==> config.mk <==
export PLATFORM = sky130hd
export DESIGN_NAME = seq_divider_32
export DESIGN_NICKNAME = d
export VERILOG_FILES = /design/src/rtl/seq_divider_32_pkg.sv /design/src/rtl/seq_divider_32_div_trial_sub.sv /design/src/rtl/seq_divider_32.sv
export SDC_FILE = /design/constraint.sdc
export NUM_CORES = 1
export LEC_CHECK = 0
export ABC_AREA = 1
export CAP_MARGIN = 20
export CELL_PAD_IN_SITES_DETAIL_PLACEMENT = 0
export CELL_PAD_IN_SITES_GLOBAL_PLACEMENT = 1
export CORE_MARGIN = 5
export CORE_UTILIZATION = 42
export CTS_CLUSTER_SIZE = 20
export DETAILED_ROUTE_END_ITERATION = 8
export PLACE_DENSITY_LB_ADDON = 0.15
export SYNTH_ARGS = -nofsm -noshare
export SYNTH_HDL_FRONTEND = slang
export SYNTH_SLANG_ARGS = --single-unit
export TNS_END_PERCENT = 30
==> constraint.sdc <==
create_clock -name clk -period 8.4 [get_ports clk]
set_input_delay 2.1 -clock clk [delete_from_list [all_inputs] [get_ports clk]]
set_output_delay 2.1 -clock clk [all_outputs]
set_load 0.005 [all_outputs]
gates.png
(2 px per um)
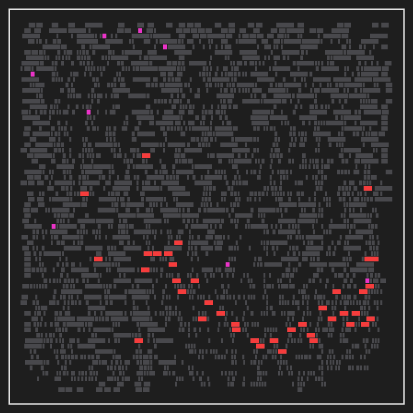
colour	family	cells
magenta	and/or cells	8
red	fa/ha/maj cells	38
Non-Filler Instances: 2816
Commonest Layout Cell: nand2_1
Comb area share: 46.2%

sizing.png
(2 px per um)
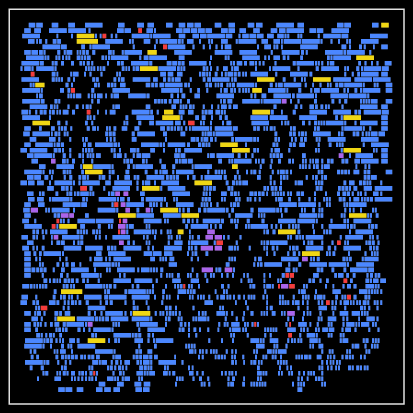
colour	size	cells	share
blue	x1 and smaller	2271	96%
purple	x3 and x4	27	1.1%
red	x2	28	1.2%
yellow	x6 and larger	35	1.5%
worst setup margin: 4340 ps
Area growth, synth to finish: 17.4%

pinout.png
(2 px per um) Pins as bars across the die edge, other pins in grey.
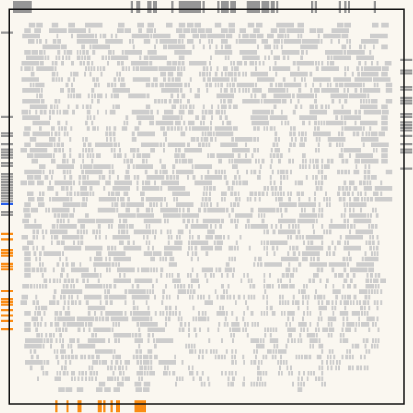
colour	port	pins	direction	edge
orange	`divisor`	32	input	16 left, 16 bottom
blue	`busy`	1	output	left
all pins by edge	59 top, 41 left, 19 right, 16 bottom
Die Width: 197 um
port bufs: 134
die height: 197 um

==> job_summary.md <==
## Synthesis and layout report

| Metric | Value |
|---|---|
| Status | finished clean |
| First-pass GRT wire length | 81400 um |
| Io pins | 135 |
| Simple-Gate Area Share | 35.8% |
| Vias in the first global route | 14200 |
| Int Power | 3.73 mW |
| Synth Instances | 2245 |
| CTS Buffer Depth | 3 |
| YS chip area | 0.0146 mm2 |
| Met3 WL | 3320 um |
| Mux area share | 0% |
| Comb. cell area | 0.00793 mm2 |
| F_max | 246 MHz |
| Crit path DAT | 4450 ps |
| Tot GR Track Use | 26.4% |
| Synth top cell by count | nand2_1 |
| Worst-path clk slew | 60 ps |
| DRT Wirelength | 52200 um |
| OpenROAD warning count | 28 |
| Non-clock buffers | 146 |
| Comb group | 4.55 mW |
| Worst Clk Skew | 29.1 ps |
| Clock buf count | 35 |
| Crit path max fanout | 23 |
| Number of stages on the worst setup path | 8 |
| Max_slew headroom | 34.6% |
| Pin count of the biggest net entering global routing | 133 |
| Crit path max-delay family | buffers and inverters |
| CP endpoint kind | flop |
| Critical path launch point type | primary input |
| Synthesized Nets | 2351 |
| CP required | 8790 ps |
| FP Rows | 68 |
| Fill cells | 3608 |
| Number of cells on the worst reg-to-reg path | 10 |
| Placed Area | 0.0163 mm2 |
| DP HPWL | 40000 um |
| Initial DRT Pass Iterations | 5 |
| Post_cts resized | 0 |
| Fin crit share | 48.4% |
| Leakage | 8.75 nW |
| Met3 Usage GRT | 3.79% |
| Mean Syn Cell Area | 6.51 um2 |
| Post-layout util | 49.8% |
| Main area contributors | dfrtp_1 35%, nand2_1 18%, inv_1 8.5% |
| Die Size | 0.0387 mm2 |
| Buf+Inv Stages, Crit Path | 2 |
| Comb power frac | 60.0% |
| Slowest stage cell on the critical path | inv_1 |
| Total CTS buffers | 25 |
| Post-Syn Area | 0.0146 mm2 |
| Synth top area share | 35.1% |
| Vias | 14900 |
| Initial antenna violation count | 0 |
| Synth cell types | 45 |
| Final nets | 2451 |
| Top layer in use | met4 |
| Warnings from Yosys | 0 |
| Adders+Majority by Area | 3.30% |
| Met2 GRT Util | 39.7% |
| Max H-tree Level | 1 |
| WHS Path Cells | 2 |
| Comb area leader | simple AND/OR/NAND/NOR gates |
| Slew @ Worst Pin | 981 ps |
| Pre-Place Util | 42.4% |
| HP Class | reg2reg |
| Layout cell share with drive strength beyond 1 | 3.81% |
| Root Driver | clkbuf_16 |
| Cells along the critical path | clkdlybuf4s50_1 > nand2_1 > inv_1 > o31ai_1 > a21boi_1 > nand2_1 > nand2_1 > nand3_1 |
| Main power-consuming group | combinational cells |
| Final hold violation count | 0 |
| R2r setup slk | 5500 ps |
| Post-synthesis async set-or-reset flop share | 100% |
| Place WS | 3850 ps |
| P_sw | 3.86 mW |
| Net Sw Frac | 50.9% |
| Clk pwr | 1.09 mW |
| Max-Cap Viols | 0 |
| Cell count after placement | 2773 |
| Power per standard cell area | 442 mW/mm2 |
| Slowest stage delay, CP | 560 ps |
| Seq pwr share | 25.6% |
| Synth area leader | dfrtp_1 |
| Pins Over Slew Limit | 0 |
| Worst vdd ir | 0.000194 V |
| DRC errors left | 0 |
| AO/OA Area Share | 11.4% |
| Antenna cells | 0 |
| Non-clock buffer share of cell area | 8.34% |
| CTS tree | built |
| Leading cell kind | multi-input combinational cells |
| Clock network area share | 4.77% |
| Seq pwr | 1.95 mW |
| Final Cell Area | 0.0172 mm2 |
| Final setup vio count | 0 |
| Post-CTS setup buffers | 0 |
| Post-route minimum period | 4060 ps |
| XOR/XNOR Fraction of Synth Area | 3.59% |
| Sequential fraction of total cell area | 29.9% |
| Most numerous logic cells after layout | 694 x nand2_1, 329 x inv_1, 234 x nand3_1 |
| Dominant Register Cell | dfrtp_1 |
| Routed Antenna Nets | 0 |
| Wire per inst | 18.6 um |
| Combinational Gates | 1627 |
| Min Hold Slack | 475 ps |
| Total power | 7.59 mW |
| CTS Sinks | 205 |
| Hold buffers post-CTS | 0 |
| Met2 wire len | 22200 um |
| Routing usage on met1 | 40.0% |
| # Taps | 455 |
| Signal inverters | 340 |
| Register Area | 0.00513 mm2 |
| Metal-1 WL | 25200 um |
| Crit path kind | in2reg |
| TNS Setup | 0 ps |
Power and IR drop assume default switching activity.
